### Cells colored by class, run 1

Drawn at 6 px/um.
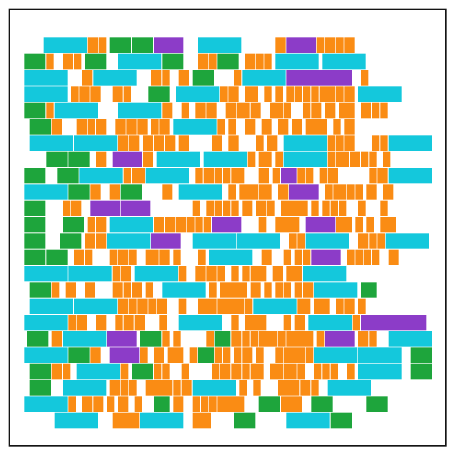
### Routed metal per tile, run 1

Drawn at 4 px/um. The die is cut into 14 by 14 equal tiles; dark purple is low, yellow is high, scaled to the fullest tile. Values are wire area over tile area, all layers added.
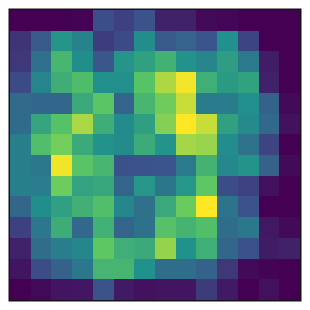
### Drive-strength map, run 1

Drawn at 4 px/um.
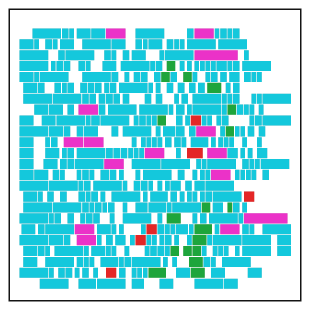
### src/rtl/loader_pkg.sv
// Shared types and helpers for the MC14500B program loader.
// Contents:
//   loader_state_t  loader FSM states
//   nbyte(word)     bytes needed to carry one WORD-bit instruction
//   lbyte(addr)     bytes needed to carry the ADDR-bit length field
// Opcode encoding lives in the instructions package, not here.
package loader_pkg;

  typedef enum logic [2:0] {
    StIdle,
    StLen,
    StWhi,
    StWlo,
    StWrite,
    StCsum,
    StDone,
    StErr
  } loader_state_t;

  function automatic int unsigned nbyte(input int unsigned word);
    return (word + 7) / 8;
  endfunction

  function automatic int unsigned lbyte(input int unsigned addr);
    return (addr + 7) / 8;
  endfunction

endpackage

### src/rtl/word_assembler.sv
// Byte shift register that assembles one big-endian instruction word.
// Ports:
//   clk, rst  clock and synchronous active-high reset
//   clear     zero the partial word
//   shift     shift data in at the low end
//   data      incoming byte
//   word      assembled word including the byte currently on data
//   rsv_bad   data has a nonzero bit where the first byte must carry zeros
// Only the low WORD-8 bits of earlier bytes are kept: anything above that
// falls off the top by the time the last byte arrives. Requires WORD > 8.
module word_assembler
  import loader_pkg::*;
#(
  parameter int unsigned WORD = 12
) (
  input  logic            clk,
  input  logic            rst,
  input  logic            clear,
  input  logic            shift,
  input  logic [7:0]      data,
  output logic [WORD-1:0] word,
  output logic            rsv_bad
);

  localparam int unsigned NBYTE   = nbyte(WORD);
  localparam int unsigned Unused  = 8 * NBYTE - WORD;
  localparam logic [7:0]  RsvMask = ~(8'hFF >> Unused);

  logic [WORD-9:0] sr;

  assign word    = {sr, data};
  assign rsv_bad = |(data & RsvMask);

  always_ff @(posedge clk) begin
    if (rst || clear) begin
      sr <= '0;
    end else if (shift) begin
      sr <= word[WORD-9:0];
    end
  end

endmodule

### src/rtl/mc14500b_program_loader.sv
// MC14500B program loader: receives a framed byte stream, writes the
// instructions into program memory and holds the core in reset until a
// load completes cleanly.
// Ports:
//   clk, rst           clock, synchronous active-high reset
//   load_req           start a load (ignored while busy)
//   in_valid/in_data   byte stream; in_ready = byte accepted this cycle
//   prog_write/addr/cmd  one-cycle program memory write
//   core_rst           1 holds the core in reset
//   busy, done, error  load in progress, completion pulse, sticky error
// Frame: length (LBYTE bytes, big-endian, 0 = full memory), then N
// instructions of NBYTE bytes each.
// Build option LOADER_CHECKSUM_EN: expect a trailing XOR checksum byte over
// every preceding frame byte; without it DONE follows the last write.
module mc14500b_program_loader
  import loader_pkg::*;
#(
  parameter int unsigned ADDR = 8,
  parameter int unsigned CODE = 4,
  parameter int unsigned WORD = ADDR + CODE
) (
  input  logic            clk,
  input  logic            rst,
  input  logic            load_req,
  input  logic            in_valid,
  input  logic [7:0]      in_data,
  output logic            in_ready,
  output logic            prog_write,
  output logic [ADDR-1:0] prog_addr,
  output logic [WORD-1:0] prog_cmd,
  output logic            core_rst,
  output logic            busy,
  output logic            done,
  output logic            error
);

  localparam int unsigned NBYTE    = nbyte(WORD);
  localparam int unsigned LBYTE    = lbyte(ADDR);
  localparam int unsigned LW       = 8 * LBYTE;
  localparam logic [3:0]  LastLen  = 4'(LBYTE - 1);
  localparam logic [3:0]  LastByte = 4'(NBYTE - 1);
  localparam logic [ADDR:0] MaxWords = {1'b1, {ADDR{1'b0}}};
  localparam logic [LW:0]   MaxLen   = (LW + 1)'(2 ** ADDR);

  loader_state_t state, state_d;

  logic [3:0]      lcnt, bcnt;
  logic [LW-1:0]   len_acc, len_full;
  logic [ADDR:0]   n, idx, idx_inc;
  logic [WORD-1:0] word_next;
  logic            rsv_bad, len_bad, accept, start, shift;
`ifdef LOADER_CHECKSUM_EN
  logic [7:0]      csum;
`endif

  assign accept   = in_valid && in_ready;
  assign start    = load_req && (state inside {StIdle, StDone, StErr});
  assign shift    = accept && (state inside {StWhi, StWlo});
  assign len_full = (len_acc << 8) | LW'(in_data);
  assign len_bad  = {1'b0, len_full} > MaxLen;
  assign idx_inc  = idx + 1'b1;

  word_assembler #(
    .WORD (WORD)
  ) u_asm (
    .clk     (clk),
    .rst     (rst),
    .clear   (start),
    .shift   (shift),
    .data    (in_data),
    .word    (word_next),
    .rsv_bad (rsv_bad)
  );

  always_comb begin
    state_d = state;
    unique case (state)
      StIdle, StDone, StErr: if (load_req) state_d = StLen;
      StLen: if (accept && lcnt == LastLen) state_d = len_bad ? StErr : StWhi;
      StWhi: if (accept) state_d = rsv_bad ? StErr : StWlo;
      StWlo: if (accept && bcnt == LastByte) state_d = StWrite;
`ifdef LOADER_CHECKSUM_EN
      StWrite: state_d = (idx_inc == n) ? StCsum : StWhi;
      StCsum: if (accept) state_d = (in_data == csum) ? StDone : StErr;
`else
      StWrite: state_d = (idx_inc == n) ? StDone : StWhi;
      StCsum:  state_d = StErr;
`endif
      default: state_d = StIdle;
    endcase
  end

  // Outputs are registered from the next state so they line up with it.
  always_ff @(posedge clk) begin
    if (rst) begin
      state      <= StIdle;
      in_ready   <= 1'b0;
      prog_write <= 1'b0;
      prog_addr  <= '0;
      prog_cmd   <= '0;
      core_rst   <= 1'b1;
      busy       <= 1'b0;
      done       <= 1'b0;
      error      <= 1'b0;
      lcnt       <= '0;
      bcnt       <= '0;
      len_acc    <= '0;
      n          <= '0;
      idx        <= '0;
`ifdef LOADER_CHECKSUM_EN
      csum       <= '0;
`endif
    end else begin
      state      <= state_d;
      in_ready   <= state_d inside {StLen, StWhi, StWlo, StCsum};
      busy       <= state_d inside {StLen, StWhi, StWlo, StWrite, StCsum};
      prog_write <= state_d == StWrite;
      core_rst   <= state_d != StDone;
      done       <= (state_d == StDone) && (state != StDone);
      error      <= state_d == StErr;
      if (state_d == StWrite) begin
        prog_addr <= idx[ADDR-1:0];
        prog_cmd  <= word_next;
      end
      if (start) begin
        lcnt    <= '0;
        bcnt    <= '0;
        len_acc <= '0;
        idx     <= '0;
`ifdef LOADER_CHECKSUM_EN
        csum    <= '0;
`endif
      end
      if (accept && state == StLen) begin
        len_acc <= len_full;
        lcnt    <= lcnt + 4'd1;
        n       <= (len_full == '0) ? MaxWords : (ADDR + 1)'(len_full);
      end
      if (accept && state == StWhi) bcnt <= 4'd1;
      if (accept && state == StWlo) bcnt <= bcnt + 4'd1;
      if (state == StWrite) idx <= idx_inc;
`ifdef LOADER_CHECKSUM_EN
      if (accept && state != StCsum) csum <= csum ^ in_data;
`endif
    end
  end

endmodule

### config.mk
export PLATFORM = sky130hd
export DESIGN_NAME = mc14500b_program_loader
export DESIGN_NICKNAME = d
export VERILOG_FILES = /design/src/rtl/loader_pkg.sv /design/src/rtl/word_assembler.sv /design/src/rtl/mc14500b_program_loader.sv
export SDC_FILE = /design/constraint.sdc
export NUM_CORES = 1
export LEC_CHECK = 0
export ABC_AREA = 1
export CORE_MARGIN = 2
export CORE_UTILIZATION = 58
export CTS_CLUSTER_DIAMETER = 120
export DETAILED_ROUTE_END_ITERATION = 16
export PLACE_DENSITY = 0.84
export SETUP_SLACK_MARGIN = 0.02
export SLEW_MARGIN = 30
export SYNTH_ARGS = -nofsm -noshare
export SYNTH_HDL_FRONTEND = slang
export SYNTH_SLANG_ARGS = --single-unit
### constraint.sdc
create_clock -name clk -period 3.7 [get_ports clk]
set_clock_uncertainty 0.2 [all_clocks]
set_input_delay 0.37 -clock clk [delete_from_list [all_inputs] [get_ports clk]]
set_output_delay 0.37 -clock clk [all_outputs]
set_load 0.02 [all_outputs]
==> impl_metrics.tcl, run 1 <==
# metrics dict for downstream scripts
set metrics [dict create \
    syn_nets 398 \
    syn-cell-area_mm2 0.002721 \
    synth_area_leader_cell "dfxtp_1" \
    die_area_mm2 0.005256 \
    cts_max_level 3 \
    numCtsBuffers 9 \
    ys_types 30 \
    r2r_slack_ps 1220 \
    wl_mm 6.909 \
    grt_pass1_vias 2483 \
    postLayoutCoreUtil 0.7548 \
    drive_above_1_share 0.09286 \
    ys_cells 381 \
    p_int_uw 1329 \
    finalSetupViolations 0 \
    met2_usage 0.4536 \
    grt_util_met1 0.3829 \
    finalSetupTns_ps 0 \
    p_seq_frac 0.364 \
    warnings 28 \
    dp_cells 456 \
    post-dp-hpwl_mm 4.621 \
    grt_max_degree 23 \
    min_period_over_period 0.6695 \
    ff_type "dfxtp_1" \
    most_common_cell "nand2_1" \
    holdCritPathClass "reg -> reg" \
    power.density_mw_per_mm2 607.5 \
    cts_repair_resize_count 0 \
    critical_path_class "reg -> reg" \
    worstPathArrival_ps 2500 \
    critical_path.max_fanout 9 \
    hold_buffers 0 \
    ys_seq_frac 0.4340 \
    gr-max-usage-layer "met2" \
    yosys_warnings 0 \
    area_leaders "dfxtp_1 (43%), nand2_1 (13%), a21oi_1 (8.6%)" \
    clk-insertion-delay-late_ps 340 \
    chipHeight_um 72.50 \
    netlist_instances 381 \
    drtIter0Drc 227 \
    syn_avg_cell_area_um2 7.143 \
    overflow 0 \
    post-cts-setup-buffer-count 0 \
    synth-async-reset-ratio 0 \
    top_cell_area_share 0.4340 \
    ioPinCount 38 \
    clockRootBuffer "clkbuf_8" \
    ys_ff 59 \
    row_count 24 \
    met3_usage 0.09306 \
    core_mm2 0.004444 \
    swShare 0.3477 \
    cts.path.max_buffers 2 \
    portBuffers 37 \
    edf_count 0 \
    maxSlewViolCount 0 \
    netlist_top_cells_count "nand2_1 (96), dfxtp_1 (59), a21oi_1 (47), nand3_1 (47), inv_1 (32)" \
    clock.fmax_mhz 403.7 \
    status "finished, final reports clean" \
    whs_ps 261.1 \
    max_cap_violations 0 \
    r2r_cells 14 \
    antenna_found_initial 0 \
    power_frac_clock 0.348 \
]
About 'Cells colored by class':
legend:
  purple:
    class: clock drivers and dummy loads
    cells: 16
    share_of_their_area: 7.5%
  cyan:
    class: flops
    cells: 59
    share_of_their_area: 36%
  green:
    class: other buffers and delay cells
    cells: 41
    share_of_their_area: 12%
  orange:
    class: all other logic
    cells: 304
    share_of_their_area: 44%

About 'Routed metal per tile':
emptiest ninth of the die: lower right
mean over tiles: 0.22
nearly empty tiles: 11%
tiles over half the peak: 34%
fullest tile: 0.56

About 'Drive-strength map':
legend:
  red:
    size: drive 3 to 4
    cells: 6
    most_used: buf_4
  cyan:
    size: drive 1 or less
    cells: 381
    most_used: nand2_1
  green:
    size: drive 2
    cells: 18
    most_used: nand2_2
  magenta:
    size: drive 6 and up
    cells: 15
    most_used: clkbuf_8

==> run 1: state kept, by name, indices dropped and copies added, names as in the netlist <==
name        flops
bcnt            4
busy            1
core_rst        1
done            1
error           1
idx             9
in_ready        1
lcnt            4
n               9
prog_addr       8
prog_cmd       12
prog_write      1
state           3
u_asm.sr        4
==> run 1: power by group through the flow <==
stage	clock, uW	sequential [uW]	combinational [uW]
2_1_floorplan	0	759	412
4_1_cts	714	740	581
3_5_place_dp	0	753	570
5_1_grt	753	748	650
3_3_place_gp	0	751	558
6_report	710	742	586
==> run 1: through the flow <==
step           cell area [um2]  total power (uW)  setup slack (ps)
2_1_floorplan             2721              1172              1797
3_3_place_gp              3108              1309              1144
3_5_place_dp              3108              1322              1071
4_1_cts                   3354              2034              1258
5_1_grt                   3354              2151              1013
6_report                  3354              2038              1223
==> run 1: metal layers <==
| layer | share of wire | vias to the layer above |
|---|---|---|
| li1 | - | 1320 |
| met1 | 0.45 | 1200 |
| met2 | 0.46 | 125 |
| met3 | 0.081 | 17 |
| met4 | 0.018 | 0 |
| met5 | 0 | - |
==> run 1: cells in the final DEF, fill, tap and decap left out, types with 2 or more instances in the layout <==
master / synthesis / final
a211oi_1: 3 / 3
a21oi_1: 47 / 47
buf_4: 2 / 4
bufinv_16: 0 / 2
clkbuf_8: 0 / 13
clkdlybuf4s50_1: 0 / 37
dfxtp_1: 59 / 59
ha_1: 5 / 5
inv_1: 32 / 32
nand2_1: 96 / 96
nand2_2: 6 / 6
nand3_1: 47 / 47
nand3_2: 4 / 4
nand3b_1: 3 / 3
nand4_1: 2 / 2
nor2_1: 28 / 28
nor2_2: 4 / 4
nor3_1: 2 / 2
nor4_1: 2 / 2
o21ai_0: 12 / 12
xnor2_1: 2 / 2
==> run 1: critical path, stage by stage, from the launching register on <==
cell	delay, ps
dfxtp_1	540
ha_1	320
nand2_2	120
nor2_2	170
nand2_1	70
nand2_1	110
nor2_1	60
nor2_1	120
nand2_1	60
nor2_1	120
nand2_1	90
nand2_2	110
nand3_2	100
o21ai_0	100
inv_1	60
==> run 1: final cells by class <==
cell class | count | area, um2
flip-flops and latches | 59 | 1181
clock inverters | 3 | 67.56
multi-input cells | 271 | 1338
repair buffers | 41 | 400.4
fillers | 333 | 1090
well taps | 52 | 65.06
inverters | 33 | 123.9
clock buffers | 13 | 178.9
==> run 1: cells by family (layout without fill, tap and decap cells) <==
logic type,count (synthesis),after routing,share of synthesized area
flip-flops,59,59,0.4340
AND-OR/OR-AND,66,66,0.1301
adder cells (fa/ha/maj),5,5,0.02299
XOR/XNOR,3,3,0.009657
buffers and inverters,51,90,0.07448
AND/OR/NAND/NOR,197,197,0.3287
==> run 1: worst min path at each step <==
stage,cells after the start,to,start
3_3_place_gp,2,prog_addr[1],prog_addr[1]
4_1_cts,2,prog_addr[2],prog_addr[2]
5_1_grt,2,prog_addr[2],prog_addr[2]
6_report,2,prog_addr[2],prog_addr[2]
2_1_floorplan,1,lcnt[3],lcnt[3]
3_5_place_dp,2,prog_addr[2],prog_addr[2]
## Run 2: what changed since run 1
--- a/config.mk
+++ b/config.mk
@@ -7,10 +7,10 @@
 export LEC_CHECK = 0
 export ABC_AREA = 1
 export CORE_MARGIN = 2
-export CORE_UTILIZATION = 58
+export CORE_UTILIZATION = 54
 export CTS_CLUSTER_DIAMETER = 120
 export DETAILED_ROUTE_END_ITERATION = 16
-export PLACE_DENSITY = 0.84
+export PLACE_DENSITY = 0.79
 export SETUP_SLACK_MARGIN = 0.02
 export SLEW_MARGIN = 30
 export SYNTH_ARGS = -nofsm -noshare
==> constraint.sdc (replaced) <==
create_clock -name clk -period 2.6 [get_ports clk]
set_clock_uncertainty 0.2 [all_clocks]
set_input_delay 0.26 -clock clk [delete_from_list [all_inputs] [get_ports clk]]
set_output_delay 0.26 -clock clk [all_outputs]
set_load 0.02 [all_outputs]
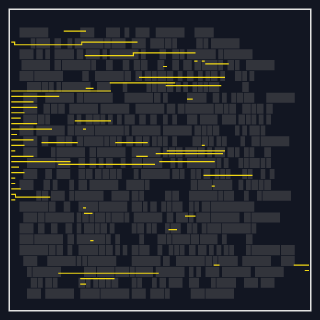
*Signal wires on met3, run 2*
Drawn at 4 px/um.
wire length on this layer: 399 um
main direction: horizontal
nets with wire on the layer: 40
longest straight run: 24.8 um

==> run 2 against run 1 <==
Net effect:
- power rose by 37%
- synthesized cell count did not move
- global-route usage fell by 2.1 points
- sequential power rose by 42%
- combinational power rose by 46%
- final cell count rose by 3.8%
- die size rose by 7.0%
- sequential share of layout area fell by 0.079 points
- hold slack improved by 3.1 ps
- critical path type unchanged
- critical endpoint unchanged
- largest power group unchanged
- highest routed layer unchanged
==> impl_metrics.tcl, run 2 <==
# metrics dict for downstream scripts
set metrics [dict create \
    core_mm2 0.004786 \
    drtIter0Drc 209 \
    min_period_over_period 0.8474 \
    cts_max_level 3 \
    post-cts-setup-buffer-count 0 \
    drive_above_1_share 0.09929 \
    synth-async-reset-ratio 0 \
    grt_max_degree 36 \
    ys_seq_frac 0.4340 \
    status "finished, final reports clean" \
    wl_mm 6.787 \
    chipHeight_um 74.99 \
    met3WireLength_um 398 \
    r2r_cells 14 \
    largest_registers "prog_cmd (12), idx (9), n (9)" \
    ys_cells 381 \
    largest_reg_flops 12 \
    lay_top_count "nand2_1" \
    clk-insertion-delay-late_ps 350 \
    crit_top_cell "nand2_1" \
    critical_path.max_fanout 9 \
    netlist_instances 381 \
    synth_area_leader_cell "dfxtp_1" \
    ys_types 30 \
    hp-start "prog_addr[5]" \
    power.density_mw_per_mm2 831.1 \
    edf_count 0 \
    worstPathArrival_ps 2240 \
    clock.fmax_mhz 453.9 \
    portBuffers 37 \
    highest_layer "met4" \
    syn_nets 398 \
    maxSlewViolCount 0 \
    ys_ff 59 \
    finalSetupViolations 0 \
    syn-cell-area_mm2 0.002721 \
    netlist_top_cells_count "nand2_1 (96), dfxtp_1 (59), a21oi_1 (47), nand3_1 (47), inv_1 (32)" \
    cp_slowest_cell "dfxtp_1" \
    area_leaders "dfxtp_1 (43%), nand2_1 (13%), a21oi_1 (8.6%)" \
    postLayoutCoreUtil 0.7025 \
    cts_repair_resize_count 0 \
    ioPinCount 38 \
    top_cell_area_share 0.4340 \
    lay_top_cells "nand2_1 (96), dfxtp_1 (59), nand3_1 (47), a21oi_1 (47), clkdlybuf4s50_1 (37)" \
    antenna_found_initial 0 \
    max_cap_violations 0 \
    r2r_slack_ps 400 \
    dp_cells 474 \
    post-dp-hpwl_mm 4.791 \
]
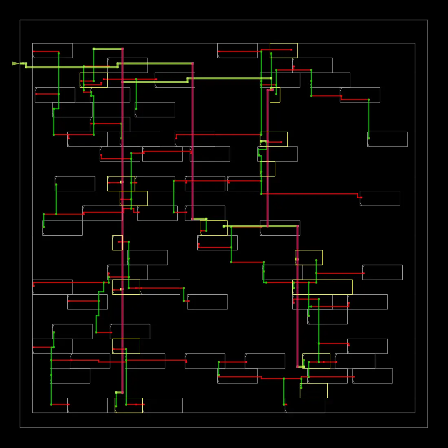
*Clock wiring as the flow saved it, run 2*
P_clk: 888 uW
CTS buffer count: 9

## run 2: cell types whose count changed in the layout (fill, tap and decap cells not counted), sizes merged
| cell | previous run | this run |
|---|---|---|
| clkinv | 0 | 2 |
| buf | 4 | 7 |
| bufinv | 2 | 1 |
| clkbuf | 13 | 12 |
## run 2: power breakdown
part           internal [uW]  switching, uW  leakage [uW]  total, uW
clock network            517            371      0.000108        888
logic                    277            577      0.000668        854
registers                987           65.4      0.000477       1050
total                   1780           1010       0.00125       2790
## run 2: final cells by class
class                   instances  area (um2)  share of cell area
clock buffers                  12       165.2             0.04913
clock inverters                 4       47.55             0.01414
inverters                      33       123.9             0.03684
multi-input cells             271        1338              0.3978
flip-flops and latches         59        1181              0.3513
well taps                      67       83.83             0.02493
repair buffers                 44       422.9              0.1258
## run 2: through the flow
step	hold WS, ps	cell area (um2)	total power [uW]	setup WS (ps)
6_report	264.3	3362	2794	396.8
5_1_grt	278.7	3362	2933	183.9
4_1_cts	265.9	3362	2796	403.5
3_5_place_dp	254.5	3149	1918	417.5
3_3_place_gp	249.5	3149	1904	469.5
2_1_floorplan	149.0	2721	1667	696.5
## run 2: per-layer routing
layer,track usage,vias up
met5,0,-
met4,0.1687,0
met3,0.05622,19
met2,0.4113,73
met1,0.3461,1207
li1,-,1319
## run 2: kinds of logic (layout without fill, tap and decap cells)
group / Yosys count / count (layout) / synth area share
AOI/OAI and AO/OA: 66 / 66 / 0.1301
xor gates and xnor gates: 3 / 3 / 0.009657
adders and majority gates: 5 / 5 / 0.02299
buffers and inverters: 51 / 93 / 0.07448
DFF: 59 / 59 / 0.4340
and+or+nand+nor: 197 / 197 / 0.3287
## run 2: worst max-delay path: cells and delay by family (launching register included)
family | cells | cell delay [ps]
simple gates | 11 | 990
flops | 1 | 480
buf+inv | 1 | 50
fa+ha+maj | 1 | 290
compound gates | 1 | 100
## run 2: how the worst max path moves through the flow
stage          endpoint  depth (start not counted)  startpoint  slack, ps
2_1_floorplan  in_ready                         14      idx[1]        700
3_3_place_gp       busy                          9  in_data[4]        470
3_5_place_dp   in_ready                         14      idx[0]        420
4_1_cts        in_ready                         14      idx[0]        400
5_1_grt        in_ready                         14      idx[0]        180
6_report       in_ready                         14      idx[0]        400
## Run 3: what changed since run 2
--- a/config.mk
+++ b/config.mk
@@ -7,10 +7,10 @@
 export LEC_CHECK = 0
 export ABC_AREA = 1
 export CORE_MARGIN = 2
-export CORE_UTILIZATION = 54
+export CORE_UTILIZATION = 49
 export CTS_CLUSTER_DIAMETER = 120
 export DETAILED_ROUTE_END_ITERATION = 16
-export PLACE_DENSITY = 0.79
+export PLACE_DENSITY = 0.76
 export SETUP_SLACK_MARGIN = 0.02
 export SLEW_MARGIN = 30
 export SYNTH_ARGS = -nofsm -noshare
==> constraint.sdc (replaced) <==
create_clock -name clk -period 1.95 [get_ports clk]
set_clock_uncertainty 0.2 [all_clocks]
set_input_delay 0.195 -clock clk [delete_from_list [all_inputs] [get_ports clk]]
set_output_delay 0.195 -clock clk [all_outputs]
set_load 0.02 [all_outputs]
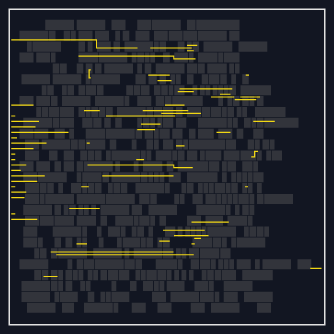
*Signal wires on met3, run 3*
Drawn at 4 px/um.
routed wire length: 7.339 mm
met3 Use GR: 0.05402
DR vias: 2749

==> run 3 against run 2 <==
Net effect:
- combinational power is 56% higher
- die size increased by 9.7%
- power grew 40%
- via count grew 5.0%
- largest power group unchanged
- sequential cell count unchanged
- fmax rose by 14%
==> impl_metrics.tcl, run 3 <==
# metrics dict for downstream scripts
set metrics [dict create \
    status "finished, final reports clean" \
    flop_area_mm2 0.001192 \
    overflow 0 \
    lay_top_count "nand2_1" \
    slew_headroom 0.6326 \
    clock.fmax_mhz 518.8 \
    holdCritPathClass "reg -> reg" \
    dp_slack_ps -24.75 \
    min_period_over_period 0.9885 \
    power.density_mw_per_mm2 1069 \
    yosys_area_mm2 0.002721 \
    warnings 29 \
    hold_depth 2 \
    finalSetupTns_ps 0 \
    most_common_cell "nand2_1" \
    power_uw 3906 \
    ys_seq_frac 0.4340 \
    netlist_top_cells_count "nand2_1 (96), dfxtp_1 (59), a21oi_1 (47), nand3_1 (47), inv_1 (32)" \
    gr-max-usage-layer "met2" \
    grt_max_degree 22 \
    worst_slack_ps 22.49 \
    netlist_instances 381 \
    cp-end-kind "flop" \
    numCtsBuffers 9 \
    portBuffers 37 \
    ys_cells 381 \
    regMostFlops "prog_cmd" \
    ys_ff 59 \
    ff_type "dfxtp_1" \
    cts_max_level 3 \
    drtIter0Drc 186 \
    postLayoutCoreUtil 0.6720 \
    area_delta_synth_final_pct 34.30 \
    path_clk_slew_ps 70 \
    lay_top_cells "nand2_1 (94), dfxtp_1 (52), a21oi_1 (47), nand3_1 (45), clkdlybuf4s50_1 (37)" \
    finalWeightedCongestion 0.9319 \
    clockRootBuffer "clkbuf_8" \
    syn_nets 398 \
    critical_path.max_fanout 5 \
    die_area_mm2 0.006166 \
    synth_area_leader_cell "dfxtp_1" \
    finalSetupViolations 0 \
    worstPathArrival_ps 1960 \
    ys_types 30 \
    hold_viol 0 \
    drive_above_1_share 0.1858 \
    critical_path_class "reg -> reg" \
    edf_count 0 \
    largest_registers "prog_cmd (12), idx (9), n (9)" \
    antenna_found_initial 0 \
    max_cap_violations 0 \
    syn_avg_cell_area_um2 7.143 \
    cts.path.max_buffers 2 \
    clk-insertion-delay-late_ps 330 \
    largest_reg_flops 12 \
    synth-async-reset-ratio 0 \
    nets 464 \
    yosys_warnings 0 \
    grt_pass1_vias 2425 \
    top_cell_area_share 0.4340 \
    start_kind "flop" \
    met2_usage 0.3556 \
    maxSlewViolCount 0 \
    post-dp-hpwl_mm 5.002 \
    r2r_cells 13 \
    fp_util 0.5003 \
    core_mm2 0.005439 \
    syn-cell-area_mm2 0.002721 \
    logic_area_mm2 0.001386 \
    grt_util_met1 0.3275 \
    chipHeight_um 78.53 \
    area_leaders "dfxtp_1 (43%), nand2_1 (13%), a21oi_1 (8.6%)" \
    fillers 448 \
    ioPinCount 38 \
    row_count 27 \
    dp_cells 503 \
]
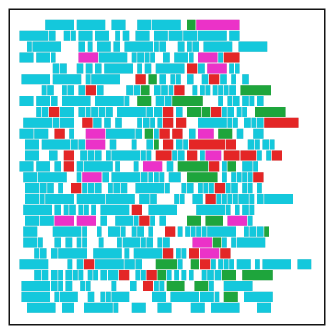
*Drive-strength map, run 3*
Drawn at 4 px/um.
legend:
  green:
    size: drive 2
    cells: 27
    most_used: nand2_2
  red:
    size: drive 3 to 4
    cells: 42
    most_used: buf_4
  cyan:
    size: drive 1 or less
    cells: 368
    most_used: nand2_1
  magenta:
    size: drive 6 and up
    cells: 15
    most_used: clkbuf_8

==> run 3: cell families (layout without fill, tap and decap cells) <==
group | count (synthesis) | count (layout) | share of synthesized area
XOR/XNOR | 3 | 3 | 0.009657
buffers and inverters | 51 | 122 | 0.07448
AND/OR/NAND/NOR | 197 | 197 | 0.3287
adder cells (fa/ha/maj) | 5 | 5 | 0.02299
AND-OR/OR-AND | 66 | 66 | 0.1301
flip-flops | 59 | 59 | 0.4340
==> run 3: path summary, 6_finish.rpt <==
check              start           to  slack [ps]
max               idx[5]     in_ready          20
max reg2reg       idx[5]     in_ready          20
min          prog_cmd[1]  prog_cmd[1]         260
min reg2reg  prog_cmd[1]  prog_cmd[1]         260
==> run 3: cell type report <==
type	instances	area share
timing repair buffer	73	0.1773
tap	72	0.02465
sequential	59	0.3263
clock inverter	3	0.01232
inverter	33	0.03389
multi-input combinational	271	0.3793
clock buffer	13	0.04622
==> run 3: routing by layer <==
metal | part of all wire | wire [um]
met5 | 0 | 0
met2 | 0.47 | 3428
met1 | 0.46 | 3378
met4 | 0.014 | 102
met3 | 0.059 | 430
==> run 3: timing repair <==
item	in CTS	in global routing
pin swaps	1	8
resized	4	18
buffers inserted	0	5
hold buffers	0	0
endpoints found under the setup margin	2	6
==> run 3: critical path, cell delays in order (launching register included) <==
cell,delay (ps)
dfxtp_1,410
nand2_1,130
nor2_4,180
nand2_2,100
nand2_2,100
nand3_2,60
nand2_2,80
nand2_1,50
nor2_1,80
nand2_1,70
nand2_2,110
nand3_2,100
o21ai_1,110
inv_1,50
==> run 3: per-stage QoR <==
stage | cell area, um2 | hold slack, ps
after detailed placement | 3336 | 253.1
after global placement | 3336 | 250.7
after global routing | 3655 | 271.7
after floorplan | 2721 | 84.04
final | 3655 | 264.7
after CTS | 3558 | 264.2
==> run 3: report_power, final <==
| group | internal, uW | switching, uW | leakage (uW) | total, uW |
|---|---|---|---|---|
| sequential | 1320 | 83.9 | 0.000481 | 1400 |
| combinational | 478 | 849 | 0.000832 | 1330 |
| clock | 695 | 482 | 0.000102 | 1180 |
| total | 2490 | 1420 | 0.00141 | 3910 |
Power and IR drop assume default switching activity.
